### Placement view

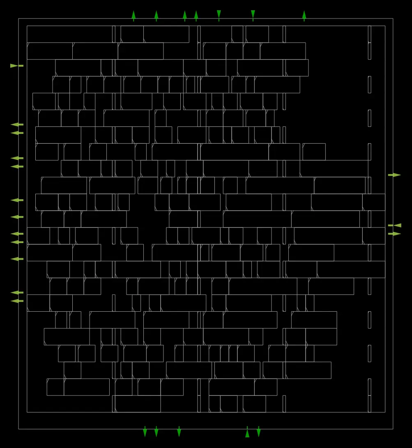
### Cell classes on the final placement

(8 px per um)
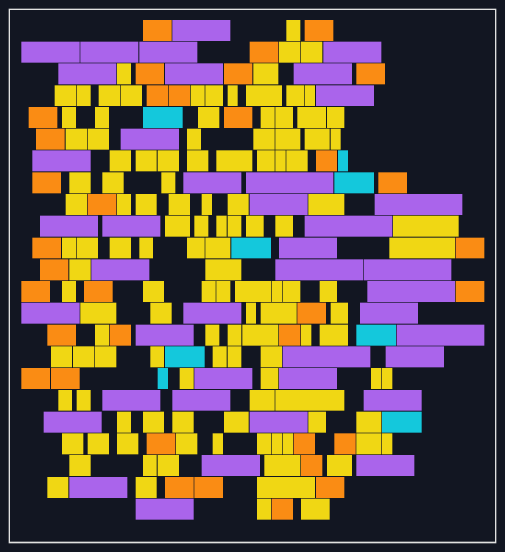
==> src/rtl/srs_pkg.sv <==
// Shared types and helpers for the stimulus/response sequencer.
package srs_pkg;

  typedef enum logic [2:0] {
    S_IDLE,
    S_DRIVE,
    S_SETTLE,
    S_CAPTURE,
    S_DONE
  } state_t;

  localparam int ROT_MAX = 64;

  // Rotate left by one within the low w bits; v must already be zero above bit w-1.
  function automatic logic [ROT_MAX-1:0] rotl1(input logic [ROT_MAX-1:0] v, input int w);
    logic [ROT_MAX-1:0] mask;
    mask = (w >= ROT_MAX) ? '1 : ((ROT_MAX'(1) << w) - ROT_MAX'(1));
    return ((v << 1) | (v >> (w - 1))) & mask;
  endfunction

endpackage

==> src/rtl/srs_fifo.sv <==
// Record buffer: synchronous FIFO that accepts a push into a full buffer when a pop happens in the same cycle.
module srs_fifo #(
  parameter int W     = 2,
  parameter int DEPTH = 4
) (
  input  logic         CK,
  input  logic         reset,
  input  logic         push,
  input  logic [W-1:0] din,
  input  logic         pop,
  output logic [W-1:0] dout,
  output logic         full,
  output logic         empty
);

  localparam int AW = $clog2(DEPTH);

  logic [W-1:0]  mem [DEPTH];
  logic [AW-1:0] wr_ptr;
  logic [AW-1:0] rd_ptr;
  logic [AW:0]   count;
  logic          do_push;
  logic          do_pop;

  assign full    = (count == (AW+1)'(DEPTH));
  assign empty   = (count == '0);
  assign do_pop  = pop && !empty;
  assign do_push = push && (!full || do_pop);
  assign dout    = mem[rd_ptr];

  always_ff @(posedge CK) begin
    if (do_push) mem[wr_ptr] <= din;
  end

  always_ff @(posedge CK) begin
    if (reset) begin
      wr_ptr <= '0;
      rd_ptr <= '0;
      count  <= '0;
    end else begin
      if (do_push) wr_ptr <= wr_ptr + AW'(1);
      if (do_pop)  rd_ptr <= rd_ptr + AW'(1);
      if (do_push && !do_pop)      count <= count + (AW+1)'(1);
      else if (do_pop && !do_push) count <= count - (AW+1)'(1);
    end
  end

endmodule

==> src/rtl/stim_resp_sequencer.sv <==
// Walks every IN_W-bit vector, settles, captures the response into a record FIFO and folds it into sig.
//   state     | meaning
//   S_IDLE    | waiting for start after reset
//   S_DRIVE   | present vec on dut_in, load settle timer
//   S_SETTLE  | count down SETTLE cycles
//   S_CAPTURE | push {vec, dut_out}; stall here while the FIFO cannot accept
//   S_DONE    | all vectors captured; start begins a new run
module stim_resp_sequencer
  import srs_pkg::*;
#(
  parameter int IN_W       = 1,
  parameter int OUT_W      = 1,
  parameter int SETTLE     = 1,
  parameter int FIFO_DEPTH = 4,
  parameter int SIG_W      = 16
) (
  input  logic             CK,
  input  logic             reset,
  input  logic             start,
  output logic [IN_W-1:0]  dut_in,
  input  logic [OUT_W-1:0] dut_out,
  output logic             rec_valid,
  input  logic             rec_ready,
  output logic [IN_W-1:0]  rec_vec,
  output logic [OUT_W-1:0] rec_resp,
  output logic             busy,
  output logic             done,
  output logic [SIG_W-1:0] sig
);

  localparam int CNT_W = (SETTLE > 1) ? $clog2(SETTLE) : 1;
  localparam logic [IN_W:0] LAST_VEC = (IN_W+1)'((1 << IN_W) - 1);

  typedef struct packed {
    logic [IN_W-1:0]  vec;
    logic [OUT_W-1:0] resp;
  } rec_t;

  state_t         state;
  logic [IN_W:0]  vec;
  logic [CNT_W-1:0] cnt;
  rec_t           wr_rec;
  rec_t           rd_rec;
  logic           push;
  logic           pop;
  logic           push_ok;
  logic           full;
  logic           empty;

  assign wr_rec    = '{vec: vec[IN_W-1:0], resp: dut_out};
  assign push      = (state == S_CAPTURE);
  assign pop       = rec_valid && rec_ready;
  assign push_ok   = !full || pop;
  assign rec_valid = !empty;
  assign rec_vec   = rd_rec.vec;
  assign rec_resp  = rd_rec.resp;

  srs_fifo #(
    .W    (IN_W + OUT_W),
    .DEPTH(FIFO_DEPTH)
  ) u_fifo (
    .CK   (CK),
    .reset(reset),
    .push (push),
    .din  (wr_rec),
    .pop  (pop),
    .dout (rd_rec),
    .full (full),
    .empty(empty)
  );

  always_ff @(posedge CK) begin
    if (reset) begin
      state  <= S_IDLE;
      dut_in <= '0;
      vec    <= '0;
      cnt    <= '0;
      busy   <= 1'b0;
      done   <= 1'b0;
      sig    <= '0;
    end else begin
      case (state)
        S_IDLE, S_DONE: begin
          if (start) begin
            vec   <= '0;
            sig   <= '0;
            busy  <= 1'b1;
            done  <= 1'b0;
            state <= S_DRIVE;
          end
        end
        S_DRIVE: begin
          dut_in <= vec[IN_W-1:0];
          cnt    <= CNT_W'(SETTLE - 1);
          state  <= S_SETTLE;
        end
        S_SETTLE: begin
          if (cnt == '0) state <= S_CAPTURE;
          else           cnt   <= cnt - CNT_W'(1);
        end
        S_CAPTURE: begin
          if (push_ok) begin
            sig <= SIG_W'(rotl1(ROT_MAX'(sig), SIG_W)) ^ SIG_W'(dut_out);
            if (vec == LAST_VEC) begin
              busy  <= 1'b0;
              done  <= 1'b1;
              state <= S_DONE;
            end else begin
              vec   <= vec + (IN_W+1)'(1);
              state <= S_DRIVE;
            end
          end
        end
        default: state <= S_IDLE;
      endcase
    end
  end

endmodule

==> config.mk <==
export PLATFORM = sky130hd
export DESIGN_NAME = stim_resp_sequencer
export DESIGN_NICKNAME = d
export VERILOG_FILES = /design/src/rtl/srs_pkg.sv /design/src/rtl/srs_fifo.sv /design/src/rtl/stim_resp_sequencer.sv
export SDC_FILE = /design/constraint.sdc
export NUM_CORES = 1
export LEC_CHECK = 0
export CORE_ASPECT_RATIO = 1.1
export CORE_UTILIZATION = 50
export CTS_CLUSTER_SIZE = 8
export DETAILED_ROUTE_END_ITERATION = 7
export PLACE_DENSITY = 0.77
export SLEW_MARGIN = 20
export SYNTH_ARGS = -nofsm -noshare
export SYNTH_HDL_FRONTEND = slang
export SYNTH_SLANG_ARGS = --single-unit
==> constraint.sdc <==
create_clock -name CK -period 2.6 [get_ports CK]
set_clock_uncertainty 0.2 [all_clocks]
set_input_delay 0.39 -clock CK [delete_from_list [all_inputs] [get_ports CK]]
set_output_delay 0.39 -clock CK [all_outputs]
set_load 0.005 [all_outputs]
==> flow_metrics.tcl <==
# place-and-route summary
set metrics [dict create \
    outcome "complete, no violations" \
    cp_data_arrival_time_ns 2.46 \
    slew-limit-headroom 0.6790 \
    hold_path.class "reg2reg" \
    crit_path_end_kind "flip-flop" \
    die_area_sq_um 4029 \
    die_w_um 60.61 \
    syn_inst 183 \
    totalWireLength_um 4204 \
    ys_cells 183 \
    tns_ns 0 \
    diodes 0 \
    final_util 0.6291 \
    fp-row-count 23 \
    initial_core_util 0.5210 \
    hold_viol 0 \
    drc 0 \
    via_count 1554 \
    ys_seq_share 0.4768 \
    rsz0062_at_grt "false" \
    track_usage 0.2261 \
    ys_chip_area_sq_um 1889 \
    io_buffer_count 26 \
    grt-ovfl-total 0 \
    p_leak_nw 0.7748 \
    htree_levels 2 \
    drt_iter0_markers 72 \
    clock-sinks 41 \
    cts_tree "built" \
    cts.repair.resized 0 \
    dieHeight_um 66.47 \
    fin_crit_ns 2.436 \
    grt_max_degree 27 \
]
Back to the opening pictures, 'Placement view':
core area: 3626 sq um
FILL cells: 319
Tapcells: 50

Back to the opening pictures, 'Cell classes on the final placement':
| class | color | cells | share of their area |
|---|---|---|---|
| clock drivers and dummy loads | cyan | 8 | 4.1% |
| sequential cells | purple | 41 | 41% |
| remaining buffers and delay cells | orange | 35 | 15% |
| remaining logic cells | yellow | 123 | 41% |

[power breakdown]
part	total (mW)	switching, mW	internal [mW]
clock	0.419	0.202	0.216
sequential	0.777	0.0760	0.701
combinational	0.431	0.226	0.204
total	1.63	0.505	1.12
[flip-flops by register name, indices dropped and copies added (netlist names), named ones only]
signal / count
done: 1
u_fifo.rd_ptr: 2
sig: 16
busy: 1
dut_in: 1
u_fifo.wr_ptr: 2
state: 3
u_fifo.mem: 8
u_fifo.count: 3
vec: 2
[worst paths after layout]
kind         slack [ns]               to  cells past startpoint             from
min                0.28             busy                      2             busy
min reg2reg        0.28             busy                      2             busy
max                0.16  u_fifo.count[2]                      7  u_fifo.count[0]
max reg2reg        0.16  u_fifo.count[2]                      7  u_fifo.count[0]
[cell type report]
type	count	area, sq um
tap	50	62.56
timing repair buffer	35	327.8
multi-input combinational	118	880.8
sequential	41	900.9
inverter	5	18.77
fill	319	1345
clock buffer	8	90.09
[worst max-delay path, cell delays in order (launching register included)]
cell and delay, ns:
dfxtp_1 0.41, o31ai_1 0.40, ha_1 0.24, inv_1 0.07, fa_1 0.44, xor2_1 0.17
or3_1 0.31, a21oi_1 0.14
[cells in the mapped netlist (all sizes together)]
| cell | n | area share |
|---|---|---|
| buf | 11 | 0.036 |
| o31ai | 2 | 0.0079 |
| nand3 | 3 | 0.0079 |
| clkbuf | 8 | 0.016 |
| nor3 | 1 | 0.0026 |
| and3b | 1 | 0.0046 |
| or3b | 1 | 0.0046 |
| mux4 | 2 | 0.024 |
| or3 | 2 | 0.0066 |
| o32ai | 1 | 0.0046 |
| o311ai | 1 | 0.0046 |
| fa | 1 | 0.011 |
| nor2 | 10 | 0.020 |
| a22oi | 1 | 0.0040 |
| o21ai | 5 | 0.013 |
| a21oi | 21 | 0.056 |
| and3 | 5 | 0.017 |
| nor3b | 2 | 0.011 |
| ha | 6 | 0.040 |
| nor4b | 2 | 0.013 |
| mux2i | 2 | 0.011 |
| nand3b | 1 | 0.0040 |
| or4 | 1 | 0.0040 |
| o21bai | 1 | 0.0040 |
| nand2b | 1 | 0.0033 |
| dfxtp | 33 | 0.35 |
| nor2b | 2 | 0.0066 |
| inv | 5 | 0.0099 |
| or4b | 1 | 0.0053 |
| edfxtp | 8 | 0.13 |
| xor2 | 5 | 0.023 |
| nor4 | 1 | 0.0066 |
| o211ai | 33 | 0.13 |
| a31oi | 3 | 0.0099 |
[cell families after synthesis]
kind of cell / after synthesis / share of synthesized area
fa+ha+maj: 7 / 0.05033
compound gates: 68 / 0.2377
flops: 41 / 0.4768
buf+inv: 24 / 0.06159
mux: 4 / 0.03444
xor+xnor: 5 / 0.02318
simple gates: 34 / 0.1159
[per-layer routing]
metal / global-route usage / vias to the layer above / wire length (um)
li1: - / 731 / -
met1: 0.2703 / 789 / 1857
met2: 0.3887 / 27 / 2167
met3: 0.06408 / 7 / 129
met4: 0.06534 / 0 / 48
met5: 0 / - / 0
[metrics by stage]
stage               cell area (sq um)  total power [mW]  cells
floorplan                        1889             1.053    183
global placement                 2191             1.177    249
detailed placement               2191             1.219    249
CTS                              2281             1.635    257
global route                     2281             1.698    257
finish                           2281             1.626    257
Power figures rest on the tool's default switching activity, not on a simulated workload.
